===== config.mk =====
export PLATFORM = sky130hd
export DESIGN_NAME = snif_multi
export DESIGN_NICKNAME = d
export VERILOG_FILES = /design/src/rtl/snif_multi.sv
export SDC_FILE = /design/constraint.sdc
export NUM_CORES = 1
export LEC_CHECK = 0
export ABC_CLOCK_PERIOD_IN_PS = 4100
export CAP_MARGIN = 20
export CORE_UTILIZATION = 55
export CTS_CLUSTER_DIAMETER = 30
export CTS_CLUSTER_SIZE = 8
export DETAILED_ROUTE_END_ITERATION = 10
export PLACE_DENSITY = 0.85
export SLEW_MARGIN = 20
export SYNTH_ARGS = -nofsm -noshare
export SYNTH_HDL_FRONTEND = slang
export SYNTH_SLANG_ARGS = --single-unit

===== constraint.sdc =====
create_clock -name clk_i -period 4.1 [get_ports clk_i]
set_input_delay 1.23 -clock clk_i [delete_from_list [all_inputs] [get_ports clk_i]]
set_output_delay 1.23 -clock clk_i [all_outputs]
set_load 0.005 [all_outputs]

===== src/rtl/snif_multi.sv =====
// Multi-channel bus write sniffer. Each channel compares the bus address with
// its own match/mask pair and produces a detect pulse, sticky flag, counter and data capture.

module snif_chan #(
  parameter int                    ADR_WIDTH = 6,
  parameter int                    DAT_WIDTH = 8,
  parameter int                    CNT_WIDTH = 8,
  parameter logic [ADR_WIDTH-1:0]  RST_ADR   = '0,
  parameter logic                  RST_EN    = 1'b0
) (
  input  logic                 clk_i,
  input  logic                 rst_ni,
  input  logic [ADR_WIDTH-1:0] adr_i,
  input  logic [DAT_WIDTH-1:0] dat_i,
  input  logic                 we_i,
  input  logic                 cfg_we_i,
  input  logic [ADR_WIDTH-1:0] cfg_adr_i,
  input  logic [ADR_WIDTH-1:0] cfg_msk_i,
  input  logic                 cfg_en_i,
  input  logic                 clr_i,
  output logic                 detect_o,
  output logic                 flag_o,
  output logic [CNT_WIDTH-1:0] cnt_o,
  output logic [DAT_WIDTH-1:0] dat_o
);

  localparam logic [CNT_WIDTH-1:0] CNT_MAX = '1;

  logic [ADR_WIDTH-1:0] adr_q, adr_d;
  logic [ADR_WIDTH-1:0] msk_q, msk_d;
  logic                 en_q, en_d;
  logic                 detect_q, detect_d;
  logic                 flag_q, flag_d;
  logic [CNT_WIDTH-1:0] cnt_q, cnt_d;
  logic [DAT_WIDTH-1:0] dat_q, dat_d;
  logic                 hit;

  // Match uses the config registered before this edge, so a same-cycle
  // config write never affects the current bus write.
  assign hit = en_q & we_i & (((adr_i ^ adr_q) & msk_q) == '0);

  always_comb begin
    adr_d    = adr_q;
    msk_d    = msk_q;
    en_d     = en_q;
    detect_d = hit;
    flag_d   = hit | (flag_q & ~clr_i);
    cnt_d    = cnt_q;
    dat_d    = dat_q;
    if (cfg_we_i) begin
      adr_d = cfg_adr_i;
      msk_d = cfg_msk_i;
      en_d  = cfg_en_i;
    end
    // Clear restarts the count; a coincident hit counts as the first one.
    if (clr_i)
      cnt_d = hit ? CNT_WIDTH'(1) : '0;
    else if (hit && cnt_q != CNT_MAX)
      cnt_d = cnt_q + CNT_WIDTH'(1);
    if (hit)
      dat_d = dat_i;
  end

  always_ff @(posedge clk_i or negedge rst_ni) begin
    if (!rst_ni) begin
      adr_q    <= RST_ADR;
      msk_q    <= '1;
      en_q     <= RST_EN;
      detect_q <= 1'b0;
      flag_q   <= 1'b0;
      cnt_q    <= '0;
      dat_q    <= '0;
    end else begin
      adr_q    <= adr_d;
      msk_q    <= msk_d;
      en_q     <= en_d;
      detect_q <= detect_d;
      flag_q   <= flag_d;
      cnt_q    <= cnt_d;
      dat_q    <= dat_d;
    end
  end

  assign detect_o = detect_q;
  assign flag_o   = flag_q;
  assign cnt_o    = cnt_q;
  assign dat_o    = dat_q;

endmodule

module snif_multi #(
  parameter int ADR_WIDTH = 6,
  parameter int DAT_WIDTH = 8,
  parameter int NCH       = 4,
  parameter int CNT_WIDTH = 8,
  parameter int SEL_WIDTH = (NCH > 1 ? $clog2(NCH) : 1)
) (
  input  logic                     clk_i,
  input  logic                     rst_ni,
  input  logic [ADR_WIDTH-1:0]     adr_i,
  input  logic [DAT_WIDTH-1:0]     dat_i,
  input  logic                     we_i,
  input  logic                     cfg_we_i,
  input  logic [SEL_WIDTH-1:0]     cfg_sel_i,
  input  logic [ADR_WIDTH-1:0]     cfg_adr_i,
  input  logic [ADR_WIDTH-1:0]     cfg_msk_i,
  input  logic                     cfg_en_i,
  input  logic [NCH-1:0]           clr_i,
  output logic [NCH-1:0]           detect_o,
  output logic [NCH-1:0]           flag_o,
  output logic                     irq_o,
  output logic [NCH*CNT_WIDTH-1:0] cnt_o,
  output logic [NCH*DAT_WIDTH-1:0] dat_o
);

  logic [NCH-1:0]                cfg_hit;
  logic [NCH-1:0]                detect_w;
  logic [NCH-1:0]                flag_w;
  logic [NCH-1:0][CNT_WIDTH-1:0] cnt_w;
  logic [NCH-1:0][DAT_WIDTH-1:0] dat_w;
  logic                          irq_q, irq_d;

  for (genvar c = 0; c < NCH; c++) begin : g_ch
    // Out-of-range selects match no channel, so such writes are dropped.
    assign cfg_hit[c] = cfg_we_i & (cfg_sel_i == SEL_WIDTH'(c));

    snif_chan #(
      .ADR_WIDTH (ADR_WIDTH),
      .DAT_WIDTH (DAT_WIDTH),
      .CNT_WIDTH (CNT_WIDTH),
      .RST_ADR   ((c == 0) ? {ADR_WIDTH{1'b1}} : {ADR_WIDTH{1'b0}}),
      .RST_EN    (c == 0)
    ) u_chan (
      .clk_i     (clk_i),
      .rst_ni    (rst_ni),
      .adr_i     (adr_i),
      .dat_i     (dat_i),
      .we_i      (we_i),
      .cfg_we_i  (cfg_hit[c]),
      .cfg_adr_i (cfg_adr_i),
      .cfg_msk_i (cfg_msk_i),
      .cfg_en_i  (cfg_en_i),
      .clr_i     (clr_i[c]),
      .detect_o  (detect_w[c]),
      .flag_o    (flag_w[c]),
      .cnt_o     (cnt_w[c]),
      .dat_o     (dat_w[c])
    );
  end

  always_comb begin
    irq_d = |flag_w;
  end

  always_ff @(posedge clk_i or negedge rst_ni) begin
    if (!rst_ni) irq_q <= 1'b0;
    else         irq_q <= irq_d;
  end

  assign detect_o = detect_w;
  assign flag_o   = flag_w;
  assign irq_o    = irq_q;
  assign cnt_o    = cnt_w;
  assign dat_o    = dat_w;

endmodule


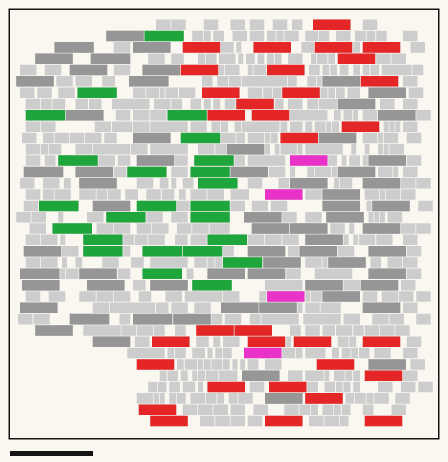
**Above:** register map, names as in the netlist.
Scale bar: 20 microns. Other sequential cells in the stronger grey, the rest of the logic in the fainter grey.
[green] g_ch.u_chan.msk_q | sequential cells: 24
[magenta] g_ch.u_chan.flag_o | sequential cells: 4
[red] g_ch.u_chan.cnt_o | sequential cells: 32
flop share of the area: 43.04%
sequential power: 0.00175 W
utilization after layout: 74.94%
register area: 3167 sq um

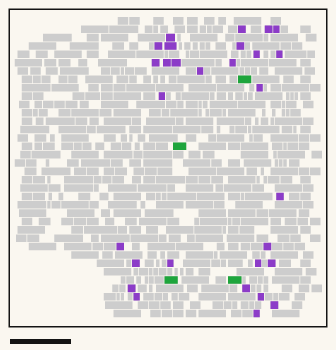
**Above:** gate families picked out.
Scale bar: 20 microns.
[purple] AND and OR gates | cells: 29
[green] adder and majority cells | cells: 4

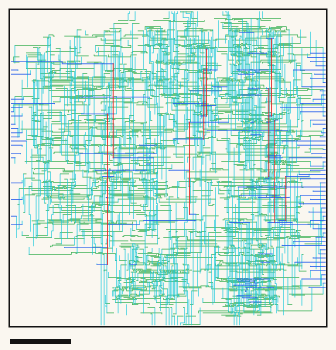
**Above:** wiring by layer.
Scale bar: 20 microns.
[blue] met3 | wire length: 821 microns
[cyan] met2 | wire length: 6980 microns
[green] met1 | wire length: 5740 microns
[red] met4 | wire length: 255 microns
vias post-DR: 4160
drt wl/cell: 19.49 microns

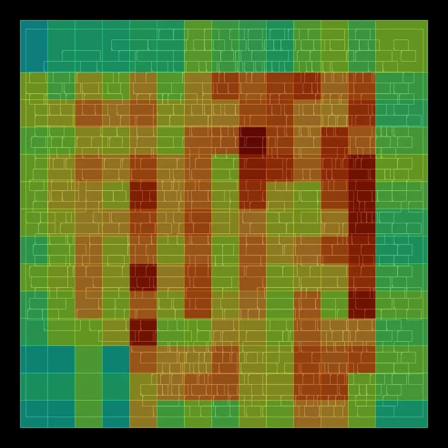
**Above:** routing congestion map.
GR peak layer: met2
Overall Global Routing Usage: 27.14%
routing usage on met3: 5.424%
M1 GR Usage: 35.40%
M2 GR Usage: 45.08%

==> flow_metrics.tcl <==
# flow metrics
set metrics [dict create \
    rows 36 \
    fp.dieArea_sq_um 10570 \
    cts.sinks 125 \
    logic_gates 291 \
    synth_area_sq_um 5590 \
    worstSetupEndpointType "flip-flop" \
    taps 133 \
    rsz0062_at_grt "false" \
    buffers_excl_clock 116 \
    warning_count 26 \
    tns_ns 0 \
    avgSynthCellArea_sq_um 12.29 \
    status "completed" \
    worstPathCellList "clkdlybuf4s50_1, xor2_1, a222oi_1, nand3_1, buf_4, inv_1, a21oi_1, a311oi_1" \
    port_buffers 109 \
    max_stage_delay_ns 0.53 \
    hold_viol 0 \
    sh_comb_area_pct 30.45 \
    synth.yosys.warnings 0 \
    drt-met1-wl_microns 5742 \
    cts_tree "yes" \
    crit_arrival_ns 3.72 \
    finalClockPeriodUsage_pct 81.10 \
    max_slew.worst_pin.slew_ns 0.8061 \
    num-nonclk-inverters 11 \
    placed_area_sq_um 6769 \
    synth_flops 125 \
    flop-count 125 \
    antenna_found_initial 0 \
    fp.dieH_microns 102.8 \
    flop_cell "dfrtp_1" \
    enable_flop_cells 0 \
    required_ns 4.50 \
    ys_types 46 \
    fp-utilization_pct 56.93 \
    yosysChipArea_sq_um 5590 \
    via_per_inst 5.876 \
    ctsHtreeMaxLevel 4 \
]
state kept, by name, summed over array words and instances, names as in the netlist:
register and cells:
irq_o 1, g_ch.u_chan.flag_o 4, g_ch.u_chan.msk_q 24, g_ch.u_chan.en_q 4, g_ch.u_chan.detect_o 4, g_ch.u_chan.adr_q 24
g_ch.u_chan.dat_o 32, g_ch.u_chan.cnt_o 32
worst max-delay path, delay by kind of cell:
family | cells | cell delay (ns)
compound gates | 3 | 0.74
simple gates | 1 | 0.47
xor+xnor | 1 | 0.21
buf+inv | 3 | 1.06
power by group:
part | total (W) | switching, W | internal [W]
clock | 0.00147 | 0.000552 | 0.000916
combinational | 0.000925 | 0.000344 | 0.000581
sequential | 0.00175 | 0.000188 | 0.00156
cell families after synthesis:
group / Yosys count / synth area share (%)
flip-flops: 125 / 56.65
adder cells (fa/ha/maj): 4 / 0.8953
AND/OR/NAND/NOR: 112 / 10.79
multiplexers: 78 / 15.69
XOR/XNOR: 24 / 3.760
buffers and inverters: 39 / 3.268
AND-OR/OR-AND: 73 / 8.953
path summary, 6_finish.rpt:
kind | to | slack (ns) | depth (start not counted)
setup / recovery | g_ch[1].u_chan.cnt_o[7]$_DFFE_PN0P_ | 0.78 | 8
max in group asynchronous | g_ch[0].u_chan.en_q$_DFFE_PN1P_ | 2.50 | 2
hold / removal | g_ch[0].u_chan.dat_o[0]$_DFFE_PN0P_ | 0.48 | 2
min in group asynchronous | g_ch[0].u_chan.dat_o[1]$_DFFE_PN0P_ | 0.75 | 1
setup reg to reg | g_ch[1].u_chan.cnt_o[7]$_DFFE_PN0P_ | 1.71 | 7
hold reg to reg | g_ch[0].u_chan.dat_o[0]$_DFFE_PN0P_ | 0.48 | 2
Power figures rest on the tool's default switching activity, not on a simulated workload.
